**src/rtl/wave_replay.sv**
```systemverilog
// Waveform playback driver: replays (delta-time, value) records from a small FIFO
// onto sig_out at their recorded cycle offsets, flagging any late application.
module wave_replay #(
  parameter int DATA_W = 8,
  parameter int DT_W   = 16,
  parameter int DEPTH  = 4
) (
  input  logic              clk,
  input  logic              rst,
  input  logic              enable,
  input  logic              rec_valid,
  output logic              rec_ready,
  input  logic [DT_W-1:0]   rec_dt,
  input  logic [DATA_W-1:0] rec_val,
  input  logic              rec_last,
  output logic [DATA_W-1:0] sig_out,
  output logic              sig_upd,
  output logic              busy,
  output logic              done,
  output logic              underrun
);

  localparam int AW    = $clog2(DEPTH);
  localparam int REC_W = DT_W + DATA_W + 1;

  typedef enum logic [1:0] {IDLE, RUN, DONE} state_t;

  state_t              state_reg, state_next;
  logic [REC_W-1:0]    fifo_mem [DEPTH];
  logic [AW:0]         wr_ptr_reg, rd_ptr_reg, rd_ptr_next;
  logic [DT_W-1:0]     elapsed_reg, elapsed_next;
  logic [DATA_W-1:0]   sig_out_reg, sig_out_next;
  logic                sig_upd_reg, sig_upd_next;
  logic                underrun_reg, underrun_next;

  logic                fifo_empty, fifo_full, push;
  logic [DT_W-1:0]     head_dt, tgt_m1;
  logic [DATA_W-1:0]   head_val;
  logic                head_last;

  // Pointers carry one extra wrap bit so full and empty are distinguishable.
  assign fifo_empty = (wr_ptr_reg == rd_ptr_reg);
  assign fifo_full  = (wr_ptr_reg[AW] != rd_ptr_reg[AW]) &&
                      (wr_ptr_reg[AW-1:0] == rd_ptr_reg[AW-1:0]);
  assign rec_ready  = !rst && !fifo_full && (state_reg != DONE);
  assign push       = rec_valid && rec_ready;

  assign {head_dt, head_val, head_last} = fifo_mem[rd_ptr_reg[AW-1:0]];
  // A dt of zero is treated as one cycle, so its threshold is also zero.
  assign tgt_m1 = (head_dt == '0) ? '0 : head_dt - DT_W'(1);

  always_ff @(posedge clk) begin
    if (push) begin
      fifo_mem[wr_ptr_reg[AW-1:0]] <= {rec_dt, rec_val, rec_last};
    end
  end

  always_ff @(posedge clk) begin
    if (rst) begin
      state_reg    <= IDLE;
      wr_ptr_reg   <= '0;
      rd_ptr_reg   <= '0;
      elapsed_reg  <= '0;
      sig_out_reg  <= '0;
      sig_upd_reg  <= 1'b0;
      underrun_reg <= 1'b0;
    end else begin
      state_reg    <= state_next;
      wr_ptr_reg   <= push ? wr_ptr_reg + (AW+1)'(1) : wr_ptr_reg;
      rd_ptr_reg   <= rd_ptr_next;
      elapsed_reg  <= elapsed_next;
      sig_out_reg  <= sig_out_next;
      sig_upd_reg  <= sig_upd_next;
      underrun_reg <= underrun_next;
    end
  end

  always_comb begin
    state_next    = state_reg;
    rd_ptr_next   = rd_ptr_reg;
    elapsed_next  = elapsed_reg;
    sig_out_next  = sig_out_reg;
    sig_upd_next  = 1'b0;
    underrun_next = underrun_reg;
    case (state_reg)
      IDLE: begin
        elapsed_next = '0;
        if (enable && !fifo_empty) begin
          state_next    = RUN;
          underrun_next = 1'b0;
        end
      end
      RUN: begin
        if (enable) begin
          if (!fifo_empty && elapsed_reg >= tgt_m1) begin
            sig_out_next = head_val;
            sig_upd_next = 1'b1;
            rd_ptr_next  = rd_ptr_reg + (AW+1)'(1);
            elapsed_next = '0;
            if (elapsed_reg > tgt_m1) underrun_next = 1'b1;
            if (head_last) state_next = DONE;
          end else if (elapsed_reg != '1) begin
            elapsed_next = elapsed_reg + DT_W'(1);
          end
        end
      end
      DONE: begin
        // Leaving DONE discards anything left over from the finished stream.
        if (!enable) begin
          state_next  = IDLE;
          rd_ptr_next = wr_ptr_reg;
        end
      end
      default: state_next = IDLE;
    endcase
  end

  assign sig_out  = sig_out_reg;
  assign sig_upd  = sig_upd_reg;
  assign busy     = (state_reg == RUN);
  assign done     = (state_reg == DONE);
  assign underrun = underrun_reg;

endmodule

```
**config.mk**
```make
export PLATFORM = sky130hd
export DESIGN_NAME = wave_replay
export DESIGN_NICKNAME = d
export VERILOG_FILES = /design/src/rtl/wave_replay.sv
export SDC_FILE = /design/constraint.sdc
export NUM_CORES = 1
export LEC_CHECK = 0
export CAP_MARGIN = 0
export CORE_MARGIN = 3
export CORE_UTILIZATION = 44
export DETAILED_ROUTE_END_ITERATION = 8
export PLACE_DENSITY = 0.66
export SLEW_MARGIN = 20
export SYNTH_ARGS = -nofsm -noshare
export SYNTH_HDL_FRONTEND = slang
export SYNTH_SLANG_ARGS = --single-unit
```
**constraint.sdc**
```tcl
create_clock -name clk -period 5.2 [get_ports clk]
set_input_delay 0.52 -clock clk [delete_from_list [all_inputs] [get_ports clk]]
set_output_delay 0.52 -clock clk [all_outputs]
set_load 0.1 [all_outputs]
```
==> impl_metrics.py <==
# Flow results
metrics = {
    "die": {
        "rows": 42,
        "dieArea_sq_um": 15300,
        "initial_core_util_pct": 45.6,
        "io_pins": 42,
    },
    "detailed_routing": {
        "vias_per_cell": 5.52,
        "drtIter0Drc": 286,
        "dr.pass1.iters": 5,
        "routed_wl_mm": 11.4,
        "ant_nets": 0,
        "vias": 3758,
        "drcViolationCount": 0,
    },
    "layout": {
        "drive_gt1_share_pct": 16.6,
        "layout.cells.non_filler": 681,
        "finalNetCount": 544,
        "antenna_cells": 0,
        "largest_register_ffs": 100,
    },
    "hold_path": {
        "hold_start": "sig_out[7]",
        "min_path_type": "register to register",
        "whs_path_depth": 2,
        "hold_end": "sig_out[7]",
    },
    "logic_synthesis": {
        "common_cells": "edfxtp_1, dfxtp_1, nand2_1, nor2_1, mux4_2",
        "logic_family": "simple AND/OR/NAND/NOR gates",
        "largest_area_cell": "edfxtp_1",
        "postSynthAreaPerCell_sq_um": 14.1,
        "synth.mux.area_fraction_pct": 11.2,
        "async_flop_share_pct": 0,
        "ys_sh_simple_pct": 11.5,
        "edf_count": 100,
        "aoi_share_pct": 7.59,
        "xor_area_share_pct": 2.29,
        "synth-main-ff-cell": "edfxtp_1",
        "syn_nets": 487,
        "most_common_cell": "edfxtp_1",
        "ys_sh_adder_pct": 4.71,
        "ys_area_sq_um": 6110,
        "synth_flops": 136,
        "yosys.area.top_type_share_pct": 49.1,
        "yosysSeqAreaShare_pct": 60.9,
        "syn_area_sq_um": 6110,
        "top_cells_by_area": "edfxtp_1, dfxtp_1, mux4_2",
        "yosysWarnings": 0,
        "ys_types": 56,
        "syn_inst": 435,
        "ys_cells": 435,
    },
    "pwr": {
        "p_comb_uw": 133,
        "pwr-share-clk_pct": 48.0,
        "maxPowerGroup": "the clock network",
        "power_density_nw_per_um2": 346,
        "swShare_pct": 22.4,
        "p_seq_share_pct": 46.8,
        "p_sw_uw": 573,
        "internal_power_mw": 1.98,
        "p_seq_mw": 1.19,
        "p_leak_nw": 2.63,
        "powerClk_mw": 1.23,
        "combPwrFrac_pct": 5.2,
    },
    "clock_tree": {
        "clk_latency_ns": 0.42,
        "postCtsResizedCells": 0,
        "clock_sinks": 136,
        "cts.clk_slew.worst_paths_ns": 0.06,
        "cts.htree.levels": 4,
        "cts_hold_buf": 0,
        "cts_buffers": 17,
        "cts_buffer_depth": 2,
        "cts-root-buf": "clkbuf_16",
        "cts_tree": "built",
        "cts_post_setup_buffers_inserted": 0,
    },
    "job": {
        "warning_count": 29,
        "drv_cap": 0,
    },
    "critical_path": {
        "arrival_ns": 4.96,
        "regToRegSetupSlack_ns": 0.53,
        "crit_fanout": 14,
        "start_kind": "register",
        "ff2ff_path_depth": 14,
        "critical_path_class": "register to register",
        "required_ns": 5.49,
        "crit_path_end_kind": "register",
    },
    "final_timing": {
        "finClkSkew_ns": 0.0149,
        "tns_ns": 0,
        "rsz0062_at_grt": "false",
        "tightestPinTransition_ns": 0.979,
        "hold_viol": 0,
        "max_freq_mhz": 214,
        "maxSlewViolCount": 0,
        "fin_crit_ns": 4.67,
        "setup_viol": 0,
        "max-slew-margin-rel_pct": 34.5,
        "period_used_pct": 89.8,
    },
    "placement": {
        "gp_congestion": 0.836,
        "portBuffers": 41,
        "hpwl_mm": 7.76,
        "dp_cells": 649,
    },
    "grt": {
        "grt-ovfl-total": 0,
        "grt_pass1_vias": 3756,
        "antenna_found_initial": 0,
        "grt_max_degree": 27,
        "grt_pass1_wl_mm": 18.5,
    },
    "run_status": {
        "outcome": "completed",
    },
}
==> cell type report <==
type / instances / area (sq um)
clock buffer: 18 / 439
multi-input combinational: 276 / 2280
inverter: 7 / 26.3
tap: 176 / 220
sequential: 136 / 3720
timing repair buffer: 54 / 508
clock inverter: 14 / 176
fill: 1094 / 6020
==> through the flow <==
stage	util, %	setup WS [ns]	total power, mW	hold WS, ns	cell area [sq um]
3_5_place_dp	50.5	0.484	1.35	0.490	6760
5_1_grt	55.1	0.0360	2.64	0.548	7380
3_3_place_gp	50.5	0.591	1.35	0.486	6760
6_report	55.1	0.531	2.55	0.496	7380
2_1_floorplan	-	0.991	1.30	0.461	6120
4_1_cts	55.1	0.463	2.58	0.506	7380
==> routing by layer <==
metal	wire length (um)	up-vias	track usage [%]
li1	-	1812	-
met5	0	-	0
met1	5200	1863	20.9
met3	478	14	4.45
met2	5540	69	25.9
met4	140	0	5.88
==> worst max-delay path, stage by stage, from the launching register on <==
cell and delay, ns:
dfxtp_2 0.61, buf_4 0.25, mux4_2 0.55, inv_1 0.08, ha_1 0.23, nand3b_1 0.16
nor2_2 0.29, and4b_1 0.23, a21oi_1 0.04, ha_1 0.29, nand4_1 0.17, nor4_2 0.43
o31ai_1 0.16, a311o_1 0.64, a221oi_1 0.39
==> placed cells by master, fill, tap and decap left out, drive strengths merged, types with 7 or more instances in the layout <==
cell           netlist  routed
a21oi               16      16
and3                 8       8
buf                  6      13
clkbuf              10      18
clkdlybuf4s50        0      41
dfxtp               36      36
edfxtp             100     100
ha                  23      23
inv                  7      16
mux2i               12      12
mux4                25      25
nand2               35      35
nand3               17      17
nand4                7       7
nor2                33      33
o31ai               11      11
xnor2                7       7
xor2                 9       9
Figure 1. Layout detail.
Region (37, 62) to (87, 112) um. Cells in gray, sequential cells in the stronger gray; small squares are vias.
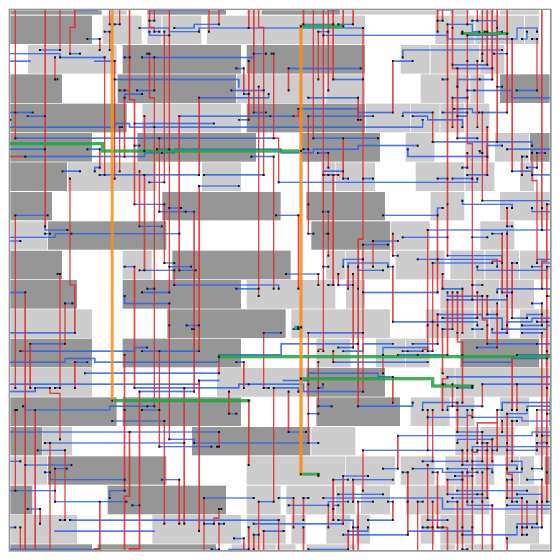
Key: metal 4 = orange; metal 2 = red; metal 3 = green; metal 1 = blue
Sequential cells in the window: 28. 123 logic cells have their middle in the window. Netlist names of flops here include `fifo_mem` (21), `rd_ptr_reg` (3). Most frequent: edfxtp_1 (21), nor2_1 (9), mux4_2 (8).

Figure 2. Wire density map.
Drawn at 3 px/um. The die is cut into 25 by 25 equal tiles; dark purple is low, yellow is high, scaled to the fullest tile. Values are wire area over tile area, all layers added.
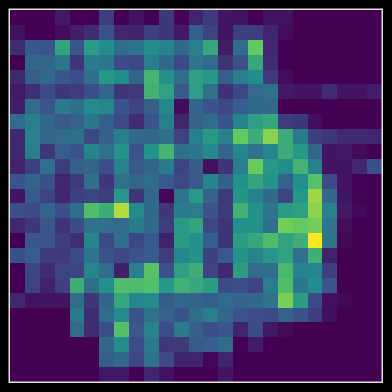
The emptiest ninth of the die: north-east. The mean over all tiles is 0.12. 24% of the tiles are nearly empty. The densest ninth of the die: center.
GRT Resource Usage Total: 16.1%
post-DR wirelength/cell: 16.7 um

Figure 3. Supply network.
Drawn at 4 px/um. Pins as bars on the die edge.
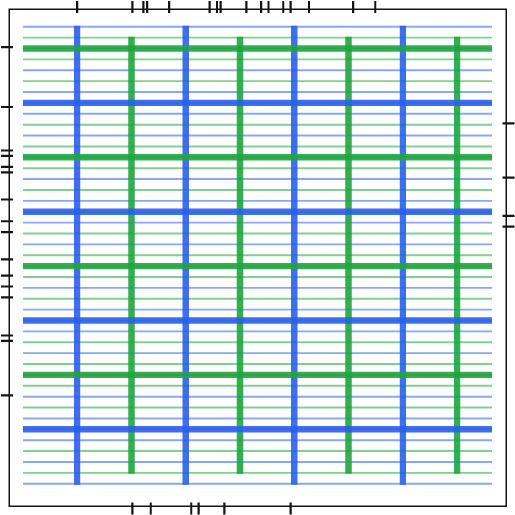
Key: VDD = green; VSS = blue
8 straps on met4. 42 signal pins sit on the boundary. The core has 42 rows. 43 met1 rails follow the rows. 8 straps on met5.
die y size: 124 um
Core Region: 13400 sq um
Peak VDD IR: 0.218 mV
DIE WIDTH: 124 um

Figure 4. Sizing map.
Drawn at 2 px/um.
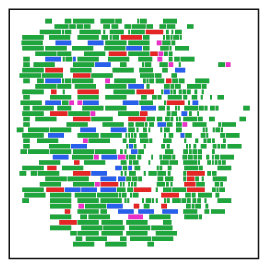
Key: _0 and _1 cells = green [cells 421, share 83%]; _6 and larger = red [cells 30, share 5.9%]; _2 cells = blue [cells 38, share 7.5%]; _3 and _4 cells = magenta [cells 16, share 3.2%]
Final WS setup: 0.531 ns
area grow syn2layout: 20.7%
Final Instance Area: 7380 sq um
Signal buffers: 54

No activity file was given, so power comes from the tool's default toggle rates.
